==> src/rtl/uart_pkg.sv <==
// Shared UART definitions: receiver FSM states and default link constants,
// also used by the baud-rate generator.
package uart_pkg;

  localparam int DEF_NUM_TICKS = 16;
  localparam int DEF_DATA_BITS = 8;
  localparam int DEF_SB_TICKS  = 16;
  localparam int BAUD_RATE     = 9600;

  typedef enum logic [1:0] {
    IDLE,
    START,
    DATA,
    STOP
  } state_t;

  // Larger of two integers, for sizing counters shared by several phases.
  function automatic int maxInt(input int a, input int b);
    return (a > b) ? a : b;
  endfunction

endpackage

==> src/rtl/sync_2ff.sv <==
// Two-flop synchronizer for the asynchronous serial line. Resets to 1 so the
// idle-high line never looks like a start bit coming out of reset.
module sync_2ff (
  input  logic i_clk,
  input  logic i_reset,
  input  logic i_d,
  output logic o_q
);

  logic r_meta;
  logic r_sync;

  // Two register stages; the first may go metastable, the second settles it.
  always_ff @(posedge i_clk) begin
    if (i_reset) begin
      r_meta <= 1'b1;
      r_sync <= 1'b1;
    end else begin
      r_meta <= i_d;
      r_sync <= r_meta;
    end
  end

  assign o_q = r_sync;

endmodule

==> src/rtl/uart_rx.sv <==
// Oversampling UART receiver: start-bit check at mid-bit, LSB-first data
// sampling at bit centres, stop-bit check with framing-error flag.
module uart_rx
  import uart_pkg::*;
#(
  parameter int DATA_BITS = DEF_DATA_BITS,
  parameter int SB_TICKS  = DEF_SB_TICKS,
  parameter int NUM_TICKS = DEF_NUM_TICKS
) (
  input  logic                 i_clk,
  input  logic                 i_reset,
  input  logic                 i_rx,
  input  logic                 i_tick,
  output logic [DATA_BITS-1:0] o_dout,
  output logic                 o_rx_done,
  output logic                 o_frame_err
);

  localparam int S_MAX = maxInt(NUM_TICKS, SB_TICKS);
  localparam int S_W   = (S_MAX > 1) ? $clog2(S_MAX) : 1;
  localparam int N_W   = (DATA_BITS > 1) ? $clog2(DATA_BITS) : 1;

  localparam logic [S_W-1:0] S_HALF_LAST = S_W'(NUM_TICKS / 2 - 1);
  localparam logic [S_W-1:0] S_BIT_LAST  = S_W'(NUM_TICKS - 1);
  localparam logic [S_W-1:0] S_STOP_LAST = S_W'(SB_TICKS - 1);
  localparam logic [N_W-1:0] N_LAST      = N_W'(DATA_BITS - 1);

  state_t               r_state;
  state_t               w_state_next;
  logic [S_W-1:0]       r_s;
  logic [S_W-1:0]       w_s_next;
  logic [N_W-1:0]       r_n;
  logic [N_W-1:0]       w_n_next;
  logic [DATA_BITS-1:0] r_b;
  logic [DATA_BITS-1:0] w_b_next;
  logic                 r_rx_done;
  logic                 w_rx_done_next;
  logic                 r_frame_err;
  logic                 w_frame_err_next;
  logic                 w_rx_s;

  sync_2ff u_sync (
    .i_clk   (i_clk),
    .i_reset (i_reset),
    .i_d     (i_rx),
    .o_q     (w_rx_s)
  );

  // State, counters, shift register and the registered done/error flags.
  always_ff @(posedge i_clk) begin
    if (i_reset) begin
      r_state     <= IDLE;
      r_s         <= '0;
      r_n         <= '0;
      r_b         <= '0;
      r_rx_done   <= 1'b0;
      r_frame_err <= 1'b0;
    end else begin
      r_state     <= w_state_next;
      r_s         <= w_s_next;
      r_n         <= w_n_next;
      r_b         <= w_b_next;
      r_rx_done   <= w_rx_done_next;
      r_frame_err <= w_frame_err_next;
    end
  end

  // Next-state logic; counters only move on TICK, except the idle start detect.
  always_comb begin
    w_state_next     = r_state;
    w_s_next         = r_s;
    w_n_next         = r_n;
    w_b_next         = r_b;
    w_rx_done_next   = 1'b0;
    w_frame_err_next = 1'b0;

    case (r_state)
      IDLE: begin
        if (!w_rx_s) begin
          w_state_next = START;
          w_s_next     = '0;
        end
      end

      START: begin
        if (i_tick) begin
          if (r_s == S_HALF_LAST) begin
            if (!w_rx_s) begin
              w_state_next = DATA;
              w_s_next     = '0;
              w_n_next     = '0;
            end else begin
              w_state_next = IDLE;
            end
          end else begin
            w_s_next = r_s + S_W'(1);
          end
        end
      end

      DATA: begin
        if (i_tick) begin
          if (r_s == S_BIT_LAST) begin
            w_s_next = '0;
            w_b_next = {w_rx_s, r_b[DATA_BITS-1:1]};
            if (r_n == N_LAST) begin
              w_state_next = STOP;
            end else begin
              w_n_next = r_n + N_W'(1);
            end
          end else begin
            w_s_next = r_s + S_W'(1);
          end
        end
      end

      STOP: begin
        if (i_tick) begin
          if (r_s == S_STOP_LAST) begin
            w_state_next     = IDLE;
            w_rx_done_next   = 1'b1;
            w_frame_err_next = ~w_rx_s;
          end else begin
            w_s_next = r_s + S_W'(1);
          end
        end
      end

      default: begin
        w_state_next = IDLE;
      end
    endcase
  end

  assign o_dout      = r_b;
  assign o_rx_done   = r_rx_done;
  assign o_frame_err = r_frame_err;

endmodule

==> config.mk <==
export PLATFORM = sky130hd
export DESIGN_NAME = uart_rx
export DESIGN_NICKNAME = d
export VERILOG_FILES = /design/src/rtl/uart_pkg.sv /design/src/rtl/sync_2ff.sv /design/src/rtl/uart_rx.sv
export SDC_FILE = /design/constraint.sdc
export NUM_CORES = 1
export LEC_CHECK = 0
export CELL_PAD_IN_SITES_DETAIL_PLACEMENT = 1
export CELL_PAD_IN_SITES_GLOBAL_PLACEMENT = 2
export CORE_MARGIN = 2
export CORE_UTILIZATION = 35
export DETAILED_ROUTE_END_ITERATION = 7
export PLACE_DENSITY_LB_ADDON = 0.12
export SLEW_MARGIN = 0
export SYNTH_ARGS = -nofsm -noshare
export SYNTH_HDL_FRONTEND = slang
export SYNTH_SLANG_ARGS = --single-unit
==> constraint.sdc <==
create_clock -name i_clk -period 3 [get_ports i_clk]
set_input_delay 0.45 -clock i_clk [delete_from_list [all_inputs] [get_ports i_clk]]
set_output_delay 0.45 -clock i_clk [all_outputs]
set_load 0.01 [all_outputs]
==> summary.txt, run 1 <==
Notes on the physical implementation.

- The tree built by TritonCTS fans out to 21 sinks.
- For this configuration, the core starts out at a cell density of 0.360.
- The final setup skew is ~0.0046 ns, for reference.
- The run finished with clean final reports.
- For reference, the most critical setup path is categorized as in -> reg.
- The synthesis report lists the Yosys warning total as 0.
- Of the total power, the clock network draws 0.318.
- The average instance in the mapped netlist occupies slightly below 10 um^2.
- Of all the cell area in the finished design, the clock network holds 0.0245.
- CTS built an H-tree with a depth of 1.
- The final core area utilization is 0.418, for reference.
- Summing internal, switching and leakage power gives 451 uW.
- The peak fanout along the critical path is 8, for reference.
- The finished layout holds 143 standard cells, fillers aside.
- The leftover overflow at the end of global routing is 0, for reference.
- In this run the deepest clock path goes through 2 buffers.
- After clock tree synthesis, the repair step resized 0 gates.
- Timing would allow up to 0.567 GHz.
- The internal portion of the total power is 341 uW.
- The net switching component of the power is ~110 uW, for reference.
- The design area is 1120 um^2, for reference.
- By area, multi-input combinational cells come first.
- The register with the most flip-flops in the layout has 8 of them.
- Per the synth stats, the proportion of register bits with asynchronous set or reset is 0.
- The top flip-flop cell by instance count after synthesis is sky130_fd_sc_hd__dfxtp_1, for reference.
- The sum of negative setup slack is 0 ns, for reference.
- The final antenna diode count is 0, for reference.
- The final max-slew violation count recorded for this run is 0.
- The global router reports that the layer with the highest usage is met2.
- Power attributed to the clock group is 143 uW.
- The smallest hold slack is about 0.44 ns, for reference.
- In the final report, the number of endpoints failing setup comes to 0.
- The first global-routing pass estimated 3590 um of wire.
- The post-CTS hold buffer count recorded in the log is 0.
- The post-CTS setup-driven buffer insertion count is 0, for reference.
[run 1: layout by cell type, fill, tap and decap left out, types with 3 or more instances in the layout]
| cell | instances |
|---|---|
| sky130_fd_sc_hd__clkdlybuf4s50_1 | 13 |
| sky130_fd_sc_hd__nand3_1 | 3 |
| sky130_fd_sc_hd__a21oi_1 | 5 |
| sky130_fd_sc_hd__mux2i_1 | 9 |
| sky130_fd_sc_hd__dfxtp_1 | 21 |
| sky130_fd_sc_hd__nor2_1 | 16 |
| sky130_fd_sc_hd__clkbuf_4 | 3 |
| sky130_fd_sc_hd__nand2_1 | 3 |
| sky130_fd_sc_hd__ha_1 | 3 |
[run 1: worst max-delay path: stages]
cell and delay (ns):
sky130_fd_sc_hd__clkdlybuf4s50_1 0.61, sky130_fd_sc_hd__nand3_2 0.18, sky130_fd_sc_hd__nor3_4 0.44, sky130_fd_sc_hd__mux2i_1 0.24, sky130_fd_sc_hd__nor2_1 0.05
[run 1: cells by family after synthesis]
logic type               after synthesis
multiplexers                           9
XOR/XNOR                               1
adder cells (fa/ha/maj)                3
flip-flops                            21
buffers and inverters                  7
AND/OR/NAND/NOR                       37
AND-OR/OR-AND                         21
[run 1: worst paths after layout]
kind / startpoint / end / slack, ns / cells past startpoint
worst max-delay path: i_tick / o_dout[7]$_SDFFE_PP0P_ / 1.24 / 5
worst min-delay path: u_sync.r_meta$_SDFF_PP1_ / u_sync.o_q$_SDFF_PP1_ / 0.44 / 1
worst max register to register: r_s[0]$_SDFFE_PP0P_ / o_dout[7]$_SDFFE_PP0P_ / 1.25 / 5
worst min register to register: u_sync.r_meta$_SDFF_PP1_ / u_sync.o_q$_SDFF_PP1_ / 0.44 / 1
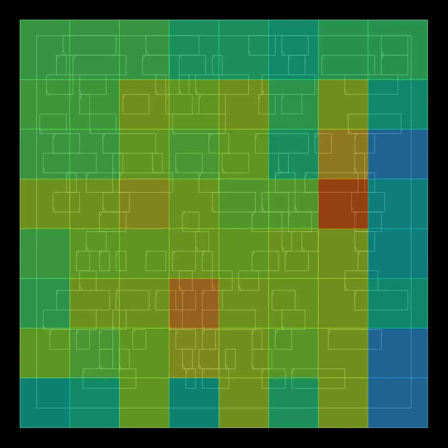
(run_1/final_congestion.png)
GRT Resource Usage Total: 0.144
met1 routing resource usage after global routing: 0.187

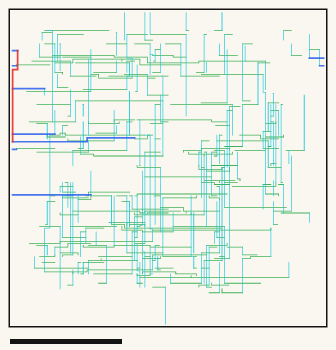
(run_1/metal_stack.png)
Scale bar: 20 um.
legend:
  met2:
    colour: cyan
    wire_length: 963 um
  met1:
    colour: green
    wire_length: 1040 um
  met4:
    colour: red
    wire_length: 17.2 um
  met3:
    colour: blue
    wire_length: 55.5 um
vias after detailed routing: 760
detail-routed net length per standard cell: 14.5 um
Detailed Route WL: 2070 um

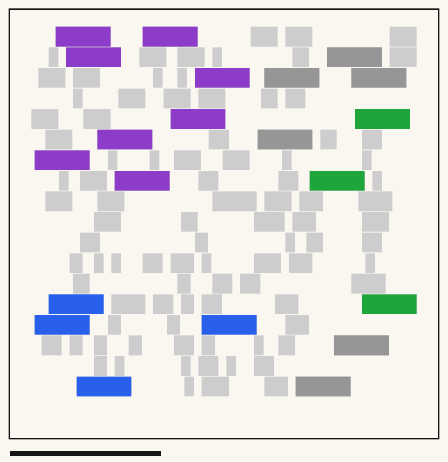
(run_1/registers.png)
Scale bar: 20 um.
legend:
  o_dout:
    colour: purple
    sequential_cells: 8
  r_s:
    colour: blue
    sequential_cells: 4
    where: bottom left
  r_n:
    colour: green
    sequential_cells: 3
not coloured: 6
fraction of area in registers: 0.374
sequential logic power: 286 uW
Flop area: 420 um^2

==> run_1/gate_families.png <==
Scale bar: 20 um.
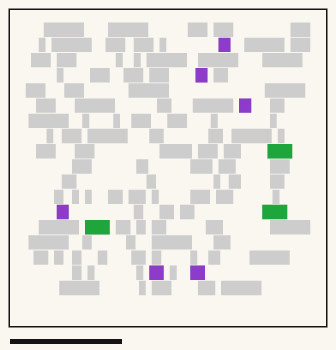

## Run 2: what changed since run 1
Settings changed: CORE_UTILIZATION 35 to 29.
Clock period 3 ns to 1.6 ns, I/O delays scaled along.
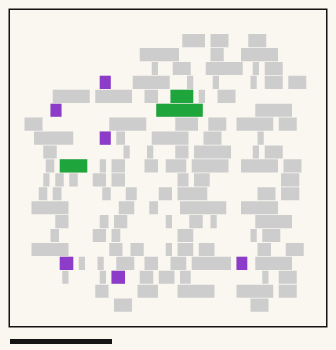
(run_2/gate_families.png)
Scale bar: 20 um.
legend:
  adder and majority cells:
    colour: green
    cells: 3
  AND and OR gates:
    colour: purple
    cells: 6
Final Non-Filler Cells: 165
most frequent standard cell in the layout excluding fill and tap cells: sky130_fd_sc_hd__dfxtp_1

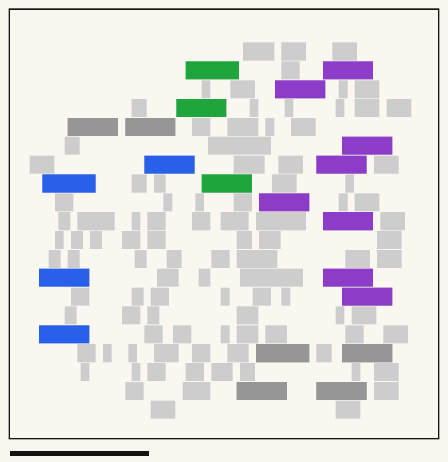
(run_2/registers.png)
Scale bar: 20 um.
legend:
  r_n:
    colour: green
    sequential_cells: 3
  o_dout:
    colour: purple
    sequential_cells: 8
  r_s:
    colour: blue
    sequential_cells: 4
    where: left middle
sequential logic power: 535 uW
fraction of area in registers: 0.335

==> run 2 against run 1 <==
Combinational power up 130%. Via count rose by 5.0%. Clock skew down 0.0037 ns. Wire length grew 1.1%. Non-clock buffer count up 9. Power is 87% higher. Critical path depth increased by 1. First-iteration DRC count grew 10%. Design area grew 13%. Critical path type is now reg -> reg.
==> summary.txt, run 2 <==
Notes on the physical implementation.

- Looking at the reg2reg group, the worst path starts from r_n[0]$_SDFFE_PP0P_.
- The share of power burned in the clock network is 0.304, for reference.
- The kind of cell adding the most delay to the critical path is adder cells, for reference.
- Traced cell by cell, the critical path runs through ha_1 > ha_4 > nor4bb_4 > o21bai_2 > a22oi_2 > nor2_1.
- The pre-placement core utilization is 0.312, for reference.
- The flow ran to the end, and the final reports show no timing, DRC or antenna violations.
- The clock tree has to reach 21 sinks.
- The end-of-flow timing check tallies setup violations at 0.
- 0 antenna diodes ended up in the layout.
- Pins over their slew limit in the final report were tallied at 0.
- The delay of the slowest cell on the worst path is 0.34 ns, for reference.
- For this run, the number of Yosys warnings is 0.
- Internal power comes to 647 uW.
- Ranking logic cells in the layout by count gives the top entries sky130_fd_sc_hd__dfxtp_1 (18), sky130_fd_sc_hd__nor2_1 (16), sky130_fd_sc_hd__clkdlybuf4s50_1 (13), sky130_fd_sc_hd__mux2i_1 (9), sky130_fd_sc_hd__buf_4 (9).
- The post-cts sizing count is 0, for reference.
- The design area is 1270 um^2, for reference.
- The capture point of the worst register-to-register path is recorded as r_n[1]$_SDFFE_PP0P_.
- The number of flip-flops under the largest register name is 8, for reference.
- The capture endpoint of the worst hold path is u_sync.o_q$_SDFF_PP1_, for reference.
- The number of hold buffers added after CTS is 0, for reference.
- The length in cells of the worst reg-to-reg path is 6, for reference.
==> run 2: cell counts after synthesis <==
No cell type changed its count.
==> run 2: cell families (layout without fill, tap and decap cells) <==
family	Yosys count	count (layout)
AND/OR/NAND/NOR	37	37
AND-OR/OR-AND	21	21
flip-flops	21	21
multiplexers	9	9
buffers and inverters	7	29
adder cells (fa/ha/maj)	3	3
XOR/XNOR	1	1
==> run 2: power groups by stage <==
| stage | combinational (uW) | clock, uW | sequential [uW] |
|---|---|---|---|
| finish | 50.5 | 255 | 535 |
| CTS | 51.7 | 272 | 534 |
| floorplan | 30.5 | 0 | 543 |
| detailed placement | 51.6 | 0 | 546 |
| global placement | 51.0 | 0 | 545 |
| global route | 57.0 | 299 | 536 |
==> run 2: layout make-up <==
class / instances / area share
Tap cell: 44 / 0.0434
Timing Repair Buffer: 23 / 0.172
Clock buffer: 3 / 0.0178
Multi-Input combinational cell: 71 / 0.423
Inverter: 2 / 0.00592
Clock inverter: 1 / 0.00395
Sequential cell: 21 / 0.335
==> run 2: worst max-delay path by stage <==
| stage | to | depth (start not counted) | slack (ns) |
|---|---|---|---|
| 2_1_floorplan | o_dout[0]$_SDFFE_PP0P_ | 5 | 0.09 |
| 3_3_place_gp | r_s[2]$_SDFFE_PP0P_ | 6 | -0.001 |
| 3_5_place_dp | o_dout[0]$_SDFFE_PP0P_ | 6 | -0.05 |
| 4_1_cts | r_n[2]$_SDFFE_PP0P_ | 6 | 0.009 |
| 5_1_grt | r_n[1]$_SDFFE_PP0P_ | 6 | -0.003 |
| 6_report | r_n[1]$_SDFFE_PP0P_ | 6 | 0.10 |
==> run 2: metal layers <==
layer  vias to the layer above  track usage  wire length, um
met3                         2       0.0248               45
met1                       388        0.152              952
met5                         -            0                0
met2                         9        0.226             1080
li1                        399            -                -
met4                         0       0.0547               19
==> run_2/final_congestion.png <==
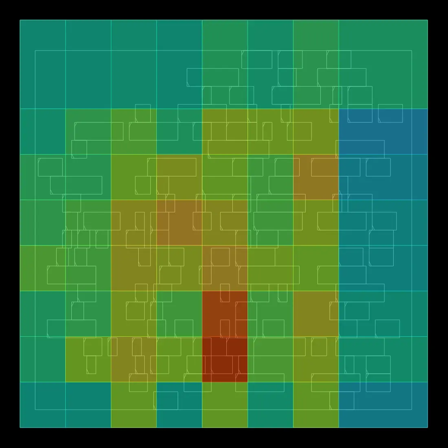

## Run 3: what changed since run 2
Settings changed: CORE_UTILIZATION 29 to 27.
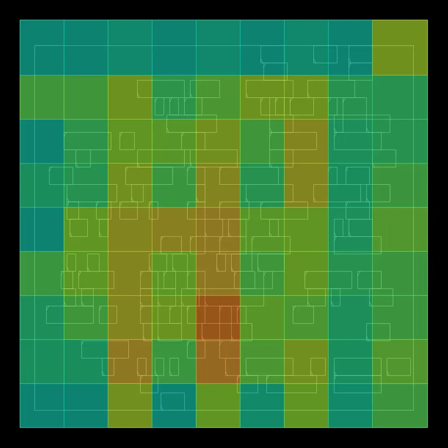
(run_3/final_congestion.png)
final design utilization: 0.367
GRT Resource Usage Total: 0.110
fraction of met2 tracks used by global routing: 0.189
busiest layer in global routing: met2
met1 routing resource usage after global routing: 0.136

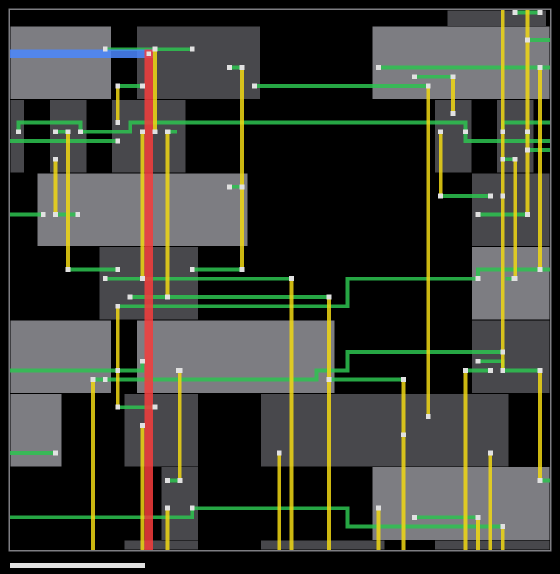
(run_3/zoom.png)
Scale bar: 5 um. Window x 22 to 42, y 35 to 55 um. Cells in grey, sequential cells in the stronger grey; small squares are vias.
legend:
  met3:
    colour: blue
  met1:
    colour: green
  met2:
    colour: yellow
  met4:
    colour: red
sequential cells in the window: 6
most frequent: dfxtp_1 (5), nor2_1 (4), mux2i_1 (3)
netlist names of flops here include: r_n (3), o_dout (2)
cells with their middle in the window: 17

==> run 3 against run 2 <==
Synthesized cell count unchanged. Sequential cell count unchanged. Die area increased by 6.9%. Critical path depth unchanged. Combinational power decreased by 9.1%. Critical path type unchanged. Critical endpoint unchanged. Largest cell class unchanged.
==> summary.txt, run 3 <==
Notes on the physical implementation.

- The run finished with clean final reports.
- The source of the critical timing path is r_n[0]$_SDFFE_PP0P_, for reference.
- Summed over all layers, the global routing overflow is 0.
- The top logic cell by instance count in the layout is sky130_fd_sc_hd__dfxtp_1, for reference.
- The pre-placement core utilization is 0.285, for reference.
- The final antenna diode count is 0, for reference.
- For this block, the routed nets add up to 2070 um of wire.
- The script logs the mean routed wire length per placed instance as 12.6 um.
- The buffer-and-inverter tally for the worst setup path is 0, for reference.
- The net switching component of the power is approximately 200 uW, for reference.
- The share of power burned in the clock network is 0.309, for reference.
- Internal power comes to 644 uW.
- No sink is reached through more buffers than the 2 on the longest clock path.
- During synthesis, Yosys emitted a total of 0 warnings.
- The number of flip-flops under the largest register name is 8, for reference.
- The number of hold buffers added after CTS is 0, for reference.
- Detailed routing inserted a total of just under 800 vias.
- Buffers added to address setup during post-CTS repair amount to 0.
- Among cell families on the critical path, the largest total delay comes from adder cells.
- The first global-routing pass estimated 3550 um of wire.
- The overall power consumption is 843 uW, for reference.
- In the final timing run, aggregate negative setup slack is 0 ns.
- For reference, the critical path cell chain is ha_1 > ha_4 > nor4bb_4 > o21bai_2 > a22oi_1 > nor2_1.
- Of all flip-flops after synthesis, the portion carrying an async set or reset was 0.
- The worst reg2reg path endpoint is r_n[1]$_SDFFE_PP0P_, for reference.
- The smallest hold slack is 0.426 ns, for reference.
[run 3: final cells by class]
cell class	instances	area, um^2
well taps	46	57.6
clock buffers	3	22.5
flip-flops and latches	21	424
inverters	2	7.51
multi-input cells	71	531
fillers	374	2150
clock inverters	1	5.00
repair buffers	20	195
[run 3: timing repair]
action,4_1_cts,5_1_grt
gates resized,2,8
setup endpoints to repair,2,11
pin swaps,4,3
[run 3: through the flow]
step,area (um^2),instances
5_1_grt,1240,164
3_5_place_dp,1170,160
6_report,1240,164
4_1_cts,1200,164
3_3_place_gp,1170,160
2_1_floorplan,967,99
[run 3: metal layers]
layer,GRT usage,part of all wire,wire length (um),up-vias
li1,-,-,-,396
met1,0.136,0.48,985,380
met2,0.189,0.48,997,9
met3,0.0229,0.032,66,2
met4,0.0326,0.0092,19,0
met5,0,0,0,-
[run 3: power groups by stage]
stage / registers [uW] / logic [uW] / clock network (uW)
3_3_place_gp: 547 / 46.3 / 0
6_report: 537 / 45.9 / 260
4_1_cts: 535 / 46.8 / 272
2_1_floorplan: 543 / 30.5 / 0
3_5_place_dp: 547 / 46.7 / 0
5_1_grt: 538 / 51.1 / 300
[run 3: worst register-to-register path: cells and delay by family, from the launching register on]
kind | cells | cell delay (ns)
and+or+nand+nor | 2 | 0.32
adders and majority gates | 2 | 0.42
DFF | 1 | 0.35
AOI/OAI and AO/OA | 2 | 0.32
[run 3: cell families after synthesis]
family                   Yosys count  synth area share
buffers and inverters              7            0.0569
XOR/XNOR                           1           0.00906
AND/OR/NAND/NOR                   37             0.219
multiplexers                       9            0.0931
adder cells (fa/ha/maj)            3            0.0388
AND-OR/OR-AND                     21             0.149
flip-flops                        21             0.435
Power and IR drop assume default switching activity.
